[config.mk]
export PLATFORM = sky130hd
export DESIGN_NAME = control_fsm
export DESIGN_NICKNAME = d
export VERILOG_FILES = /design/src/rtl/control_pkg.sv /design/src/rtl/instr_decode.sv /design/src/rtl/control_fsm.sv
export SDC_FILE = /design/constraint.sdc
export NUM_CORES = 1
export LEC_CHECK = 0
export CAP_MARGIN = 20
export CORE_MARGIN = 5
export CORE_UTILIZATION = 43
export CTS_CLUSTER_SIZE = 14
export DETAILED_ROUTE_END_ITERATION = 8
export PLACE_DENSITY = 0.79
export REMOVE_ABC_BUFFERS = 1
export SYNTH_ARGS = -nofsm -noshare
export SYNTH_HDL_FRONTEND = slang
export SYNTH_HIERARCHICAL = 1
export SYNTH_SLANG_ARGS = --single-unit
[constraint.sdc]
create_clock -name clk -period 2.1 [get_ports clk]
set_clock_uncertainty 0.05 [all_clocks]
set_input_delay 0.42 -clock clk [delete_from_list [all_inputs] [get_ports clk]]
set_output_delay 0.42 -clock clk [all_outputs]
set_load 0.03 [all_outputs]
[src/rtl/control_pkg.sv]
// Shared encodings for the multicycle control unit: state enum, MIPS opcode
// and funct values, and the datapath select encodings driven by the decoder.
package control_pkg;

    typedef enum logic [2:0] {
        S_HALT   = 3'd0,
        S_FETCH  = 3'd1,
        S_DECODE = 3'd2,
        S_EXEC1  = 3'd3,
        S_EXEC2  = 3'd4,
        S_STALL  = 3'd5
    } state_t;

    // Primary opcodes (instr[31:26])
    localparam logic [5:0] OP_RTYPE = 6'h00;
    localparam logic [5:0] OP_J     = 6'h02;
    localparam logic [5:0] OP_JAL   = 6'h03;
    localparam logic [5:0] OP_BEQ   = 6'h04;
    localparam logic [5:0] OP_BNE   = 6'h05;
    localparam logic [5:0] OP_ADDI  = 6'h08;
    localparam logic [5:0] OP_ADDIU = 6'h09;
    localparam logic [5:0] OP_SLTI  = 6'h0A;
    localparam logic [5:0] OP_SLTIU = 6'h0B;
    localparam logic [5:0] OP_ANDI  = 6'h0C;
    localparam logic [5:0] OP_ORI   = 6'h0D;
    localparam logic [5:0] OP_XORI  = 6'h0E;
    localparam logic [5:0] OP_LUI   = 6'h0F;
    localparam logic [5:0] OP_LW    = 6'h23;
    localparam logic [5:0] OP_SW    = 6'h2B;

    // R-type function codes (instr[5:0])
    localparam logic [5:0] FN_SLL   = 6'h00;
    localparam logic [5:0] FN_SRL   = 6'h02;
    localparam logic [5:0] FN_SRA   = 6'h03;
    localparam logic [5:0] FN_SLLV  = 6'h04;
    localparam logic [5:0] FN_SRLV  = 6'h06;
    localparam logic [5:0] FN_SRAV  = 6'h07;
    localparam logic [5:0] FN_JR    = 6'h08;
    localparam logic [5:0] FN_JALR  = 6'h09;
    localparam logic [5:0] FN_MFHI  = 6'h10;
    localparam logic [5:0] FN_MTHI  = 6'h11;
    localparam logic [5:0] FN_MFLO  = 6'h12;
    localparam logic [5:0] FN_MTLO  = 6'h13;
    localparam logic [5:0] FN_MULT  = 6'h18;
    localparam logic [5:0] FN_MULTU = 6'h19;
    localparam logic [5:0] FN_DIV   = 6'h1A;
    localparam logic [5:0] FN_DIVU  = 6'h1B;
    localparam logic [5:0] FN_ADD   = 6'h20;
    localparam logic [5:0] FN_ADDU  = 6'h21;
    localparam logic [5:0] FN_SUB   = 6'h22;
    localparam logic [5:0] FN_SUBU  = 6'h23;
    localparam logic [5:0] FN_AND   = 6'h24;
    localparam logic [5:0] FN_OR    = 6'h25;
    localparam logic [5:0] FN_XOR   = 6'h26;
    localparam logic [5:0] FN_NOR   = 6'h27;
    localparam logic [5:0] FN_SLT   = 6'h2A;
    localparam logic [5:0] FN_SLTU  = 6'h2B;

    // ALU operation select
    localparam logic [2:0] ALU_ADD   = 3'b000;
    localparam logic [2:0] ALU_SUB   = 3'b001;
    localparam logic [2:0] ALU_FUNCT = 3'b010;
    localparam logic [2:0] ALU_AND   = 3'b011;
    localparam logic [2:0] ALU_OR    = 3'b100;
    localparam logic [2:0] ALU_XOR   = 3'b101;
    localparam logic [2:0] ALU_SLT   = 3'b110;
    localparam logic [2:0] ALU_SLTU  = 3'b111;

    // Write register select
    localparam logic [1:0] RD_RT = 2'b00;
    localparam logic [1:0] RD_RD = 2'b01;
    localparam logic [1:0] RD_RA = 2'b10;

    // Write data select
    localparam logic [1:0] RS_ALU  = 2'b00;
    localparam logic [1:0] RS_MEM  = 2'b01;
    localparam logic [1:0] RS_PC8  = 2'b10;
    localparam logic [1:0] RS_HILO = 2'b11;

    // True for the four R-type functs that run on the multi-cycle mul/div unit.
    function automatic logic is_muldiv_funct(input logic [5:0] fn);
        return (fn == FN_MULT) || (fn == FN_MULTU) || (fn == FN_DIV) || (fn == FN_DIVU);
    endfunction

endpackage

[src/rtl/instr_decode.sv]
// Combinational instruction decoder: maps opcode/funct onto the datapath
// constant controls and the class flags that the sequencer uses to decide
// how long each execute phase lasts and which write strobe to fire.
// Anything not recognised decodes to all-zero, which the sequencer runs as a NOP.
module instr_decode
    import control_pkg::*;
(
    input  logic [5:0] opcode,
    input  logic [5:0] funct,
    output logic [2:0] aluop,
    output logic       alusrc,
    output logic       extsel,
    output logic       lui,
    output logic       jump,
    output logic       jumpreg,
    output logic       branch,
    output logic       branch_ne,
    output logic [1:0] regdst,
    output logic [1:0] regsrc,
    output logic       is_load,
    output logic       is_store,
    output logic       is_muldiv,
    output logic       writes_reg,
    output logic       writes_hilo
);

    // Opcode/funct table; every output starts at zero so unknown encodings are NOPs.
    always_comb begin
        aluop       = ALU_ADD;
        alusrc      = 1'b0;
        extsel      = 1'b0;
        lui         = 1'b0;
        jump        = 1'b0;
        jumpreg     = 1'b0;
        branch      = 1'b0;
        branch_ne   = 1'b0;
        regdst      = RD_RT;
        regsrc      = RS_ALU;
        is_load     = 1'b0;
        is_store    = 1'b0;
        is_muldiv   = 1'b0;
        writes_reg  = 1'b0;
        writes_hilo = 1'b0;

        case (opcode)
            OP_RTYPE: begin
                case (funct)
                    FN_SLL, FN_SRL, FN_SRA, FN_SLLV, FN_SRLV, FN_SRAV,
                    FN_ADD, FN_ADDU, FN_SUB, FN_SUBU,
                    FN_AND, FN_OR, FN_XOR, FN_NOR, FN_SLT, FN_SLTU: begin
                        aluop      = ALU_FUNCT;
                        regdst     = RD_RD;
                        writes_reg = 1'b1;
                    end
                    FN_JR: begin
                        aluop   = ALU_FUNCT;
                        jumpreg = 1'b1;
                    end
                    FN_JALR: begin
                        aluop      = ALU_FUNCT;
                        jumpreg    = 1'b1;
                        regdst     = RD_RD;
                        regsrc     = RS_PC8;
                        writes_reg = 1'b1;
                    end
                    FN_MFHI, FN_MFLO: begin
                        aluop      = ALU_FUNCT;
                        regdst     = RD_RD;
                        regsrc     = RS_HILO;
                        writes_reg = 1'b1;
                    end
                    FN_MTHI, FN_MTLO: begin
                        aluop       = ALU_FUNCT;
                        writes_hilo = 1'b1;
                    end
                    FN_MULT, FN_MULTU, FN_DIV, FN_DIVU: begin
                        aluop       = ALU_FUNCT;
                        is_muldiv   = is_muldiv_funct(funct);
                        writes_hilo = 1'b1;
                    end
                    default: ;
                endcase
            end
            OP_J: begin
                jump = 1'b1;
            end
            OP_JAL: begin
                jump       = 1'b1;
                regdst     = RD_RA;
                regsrc     = RS_PC8;
                writes_reg = 1'b1;
            end
            OP_BEQ: begin
                aluop  = ALU_SUB;
                extsel = 1'b1;
                branch = 1'b1;
            end
            OP_BNE: begin
                aluop     = ALU_SUB;
                extsel    = 1'b1;
                branch    = 1'b1;
                branch_ne = 1'b1;
            end
            OP_ADDI, OP_ADDIU: begin
                aluop      = ALU_ADD;
                alusrc     = 1'b1;
                extsel     = 1'b1;
                writes_reg = 1'b1;
            end
            OP_SLTI: begin
                aluop      = ALU_SLT;
                alusrc     = 1'b1;
                extsel     = 1'b1;
                writes_reg = 1'b1;
            end
            OP_SLTIU: begin
                // sltiu still sign-extends; only the compare is unsigned
                aluop      = ALU_SLTU;
                alusrc     = 1'b1;
                extsel     = 1'b1;
                writes_reg = 1'b1;
            end
            OP_ANDI: begin
                aluop      = ALU_AND;
                alusrc     = 1'b1;
                writes_reg = 1'b1;
            end
            OP_ORI: begin
                aluop      = ALU_OR;
                alusrc     = 1'b1;
                writes_reg = 1'b1;
            end
            OP_XORI: begin
                aluop      = ALU_XOR;
                alusrc     = 1'b1;
                writes_reg = 1'b1;
            end
            OP_LUI: begin
                lui        = 1'b1;
                alusrc     = 1'b1;
                writes_reg = 1'b1;
            end
            OP_LW: begin
                aluop      = ALU_ADD;
                alusrc     = 1'b1;
                extsel     = 1'b1;
                regsrc     = RS_MEM;
                is_load    = 1'b1;
                writes_reg = 1'b1;
            end
            OP_SW: begin
                aluop    = ALU_ADD;
                alusrc   = 1'b1;
                extsel   = 1'b1;
                is_store = 1'b1;
            end
            default: ;
        endcase
    end

endmodule

[src/rtl/control_fsm.sv]
// Multicycle sequencer: FETCH -> DECODE -> EXEC1 -> (STALL) -> EXEC2, with a
// terminal HALT entered when the committing instruction writes PC = 0.
// Bus-facing states (FETCH, lw EXEC1, sw EXEC2) hold while waitrequest is high.
// Decode constants are only presented while an instruction is executing;
// write/read strobes come purely from the current state and decode class.
module control_fsm
    import control_pkg::*;
#(
    parameter int MULDIV_CYCLES = 32
) (
    input  logic       clk,
    input  logic       reset,
    input  logic [5:0] opcode,
    input  logic [5:0] funct,
    input  logic       waitrequest,
    input  logic       pc_next_zero,
    output logic [2:0] state,
    output logic       active,
    output logic [2:0] ALUOp,
    output logic       ALUSrc,
    output logic       extsel,
    output logic       lui,
    output logic       jump,
    output logic       jumpreg,
    output logic       branch,
    output logic       branch_ne,
    output logic       memread,
    output logic       memwrite,
    output logic       inwrite,
    output logic       pctoadd,
    output logic       pcwrite,
    output logic [1:0] regdst,
    output logic [1:0] regsrc,
    output logic       regwrite,
    output logic       hilo_write,
    output logic       muldiv_start
);

    localparam int CW = (MULDIV_CYCLES > 1) ? $clog2(MULDIV_CYCLES) : 1;
    localparam logic [CW-1:0] COUNT_LOAD = CW'(MULDIV_CYCLES - 1);

    state_t         cur_state;
    state_t         nxt_state;
    logic [CW-1:0]  count;
    logic [CW-1:0]  count_next;
    logic           in_exec;

    logic [2:0] dec_aluop;
    logic       dec_alusrc;
    logic       dec_extsel;
    logic       dec_lui;
    logic       dec_jump;
    logic       dec_jumpreg;
    logic       dec_branch;
    logic       dec_branch_ne;
    logic [1:0] dec_regdst;
    logic [1:0] dec_regsrc;
    logic       dec_is_load;
    logic       dec_is_store;
    logic       dec_is_muldiv;
    logic       dec_writes_reg;
    logic       dec_writes_hilo;

    instr_decode u_decode (
        .opcode      (opcode),
        .funct       (funct),
        .aluop       (dec_aluop),
        .alusrc      (dec_alusrc),
        .extsel      (dec_extsel),
        .lui         (dec_lui),
        .jump        (dec_jump),
        .jumpreg     (dec_jumpreg),
        .branch      (dec_branch),
        .branch_ne   (dec_branch_ne),
        .regdst      (dec_regdst),
        .regsrc      (dec_regsrc),
        .is_load     (dec_is_load),
        .is_store    (dec_is_store),
        .is_muldiv   (dec_is_muldiv),
        .writes_reg  (dec_writes_reg),
        .writes_hilo (dec_writes_hilo)
    );

    assign state = cur_state;

    // State register and mul/div stall counter; reset lands directly in FETCH.
    always_ff @(posedge clk) begin
        if (!reset) begin
            cur_state <= S_FETCH;
            count     <= '0;
        end else begin
            cur_state <= nxt_state;
            count     <= count_next;
        end
    end

    assign in_exec = (cur_state == S_EXEC1) || (cur_state == S_EXEC2) ||
                     (cur_state == S_STALL);

    // Decode constants pass through only while an instruction is executing.
    always_comb begin
        ALUOp     = ALU_ADD;
        ALUSrc    = 1'b0;
        extsel    = 1'b0;
        lui       = 1'b0;
        jump      = 1'b0;
        jumpreg   = 1'b0;
        branch    = 1'b0;
        branch_ne = 1'b0;
        regdst    = RD_RT;
        regsrc    = RS_ALU;
        if (in_exec) begin
            ALUOp     = dec_aluop;
            ALUSrc    = dec_alusrc;
            extsel    = dec_extsel;
            lui       = dec_lui;
            jump      = dec_jump;
            jumpreg   = dec_jumpreg;
            branch    = dec_branch;
            branch_ne = dec_branch_ne;
            regdst    = dec_regdst;
            regsrc    = dec_regsrc;
        end
    end

    // Next-state, counter and strobe generation.
    always_comb begin
        nxt_state    = cur_state;
        count_next   = count;
        active       = 1'b1;
        memread      = 1'b0;
        memwrite     = 1'b0;
        inwrite      = 1'b0;
        pctoadd      = 1'b0;
        pcwrite      = 1'b0;
        regwrite     = 1'b0;
        hilo_write   = 1'b0;
        muldiv_start = 1'b0;

        case (cur_state)
            S_HALT: begin
                active    = 1'b0;
                nxt_state = S_HALT;
            end
            S_FETCH: begin
                memread = 1'b1;
                pctoadd = 1'b1;
                if (!waitrequest) begin
                    nxt_state = S_DECODE;
                end
            end
            S_DECODE: begin
                inwrite   = 1'b1;
                pctoadd   = 1'b1;
                nxt_state = S_EXEC1;
            end
            S_EXEC1: begin
                if (dec_is_load) begin
                    memread = 1'b1;
                    if (!waitrequest) begin
                        nxt_state = S_EXEC2;
                    end
                end else if (dec_is_muldiv) begin
                    muldiv_start = 1'b1;
                    count_next   = COUNT_LOAD;
                    nxt_state    = S_STALL;
                end else begin
                    nxt_state = S_EXEC2;
                end
            end
            S_STALL: begin
                // The counter value on entry is the number of further stall cycles.
                if (count == '0) begin
                    nxt_state = S_EXEC2;
                end else begin
                    count_next = count - CW'(1);
                end
            end
            S_EXEC2: begin
                memwrite = dec_is_store;
                // Only a stalled store holds EXEC2; the commit happens on the
                // cycle the bus accepts it, so pcwrite and halt wait for that.
                if (!(dec_is_store && waitrequest)) begin
                    pcwrite    = 1'b1;
                    regwrite   = dec_writes_reg;
                    hilo_write = dec_writes_hilo;
                    nxt_state  = pc_next_zero ? S_HALT : S_FETCH;
                end
            end
            default: begin
                nxt_state = S_FETCH;
            end
        endcase
    end

endmodule
==> impl_metrics.tcl <==
# metrics dict for downstream scripts
set metrics [dict create \
    clockBufferDepth 2 \
    min_from "count[3]" \
    most-common-layout-cells "buf_4, buf_6, nand2_1" \
    violations "negative setup slack" \
    ctsResizeCount 75 \
    die_y_um 60.6 \
    worstSetupEndpoint "ALUOp[1]" \
    min_period_over_period_pct 107 \
    hold_viol 0 \
    ff2ff_path_depth 7 \
    tightest_slew_ns 0.438 \
    grt_use_met3_pct 3.83 \
    clk_latency_ns 0.26 \
    finalSetupViolCount 7 \
    n_fill_cell 124 \
    drt_iter0_drc 70 \
    hold_buffers 0 \
    critPathLaunch "opcode[5]" \
    nets 243 \
    met2_usage_pct 39.8 \
    hold_path.class "reg -> reg" \
    p_sw_share_pct 42.2 \
    numCtsBuffers 3 \
    ys_sh_simple_pct 48.9 \
    grt_max_degree 15 \
    area_growth_pct 82.2 \
    grt_usage_pct 21.8 \
    fp_util_pct 44.9 \
    start_kind "primary input" \
    crit_top_cell "buf_6" \
    largest_cell_class "multi-input combinational cells" \
    antenna_found_initial 0 \
    design_area_um2 2010 \
    seqPwrFrac_pct 22.4 \
    cts_root_buf "clkbuf_4" \
    instances_no_fill 254 \
    wl_um 4300 \
    fin_ws_ns -0.154 \
    power_frac_comb_pct 62.2 \
    adder_share_pct 1.14 \
    tap_cells 30 \
    final_layout_size_suffix_gt1_share_pct 50.9 \
    reg2reg_from "state[0]" \
    placedCellCount 236 \
    ys_cells 146 \
    mux_share_pct 3.18 \
    cp.buffers_inverters 4 \
    top_cell "nor2b_1" \
    area_leaders "dfxtp_1, nor2b_1, buf_6" \
    clock-sinks 8 \
    status "complete, but fails checks" \
    post_cts_buffers 10 \
    pg_comb_uw 492 \
    yosysChipArea_um2 1100 \
    clkPwrFrac_pct 15.4 \
    yosysTopAreaCell "dfxtp_1" \
    vias 1425 \
    grt_overflow 0 \
    syn_inst 146 \
    grt_pass1_wl_um 6120 \
    vias_per_cell 5.61 \
    synth_warnings 6 \
]
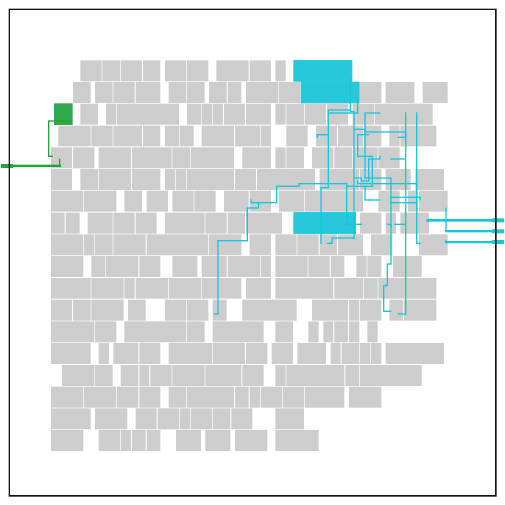
**Above:** I/O nets highlighted.
Scale: 8 px per µm.
legend:
  state:
    colour: cyan
    direction: output
    edge: right
    end_cells: 3
    wire: 242 µm
  branch_ne:
    colour: green
    direction: output
    edge: left
    end_cells: 1
    wire: 14.2 µm
IO buf count: 41
I/O Pins: 42

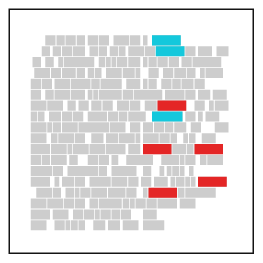
**Above:** register map, names as in the netlist.
Scale: 4 px per µm.
legend:
  count:
    colour: red
    sequential_cells: 5
  state:
    colour: cyan
    sequential_cells: 3
fin util: 81.8%
Power Sequential: 177 µW
register area: 161 µm²
flop share of the area: 8.04%

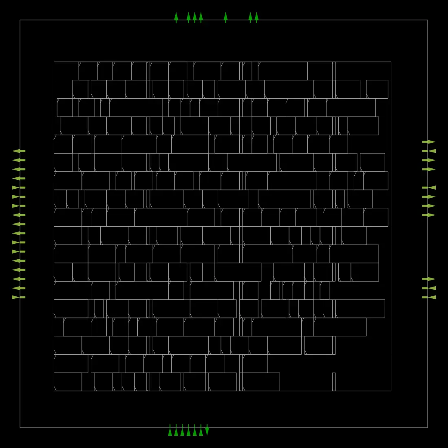
**Above:** placement view.
CORE AREA: 2450 µm²
registers: 8
# rows: 18

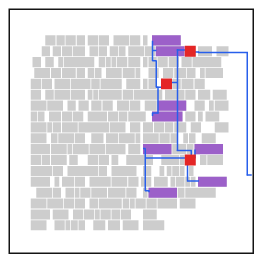
**Above:** clock network drawn from the DEF.
Scale: 4 px per µm.
legend:
  clock wires:
    colour: blue
    length: 145 µm
  flip-flops:
    colour: purple
    count: 8
  clock-net drivers:
    colour: red
    count: 3
routed clock nets: 4

Power is estimated from default activity; no workload was simulated.
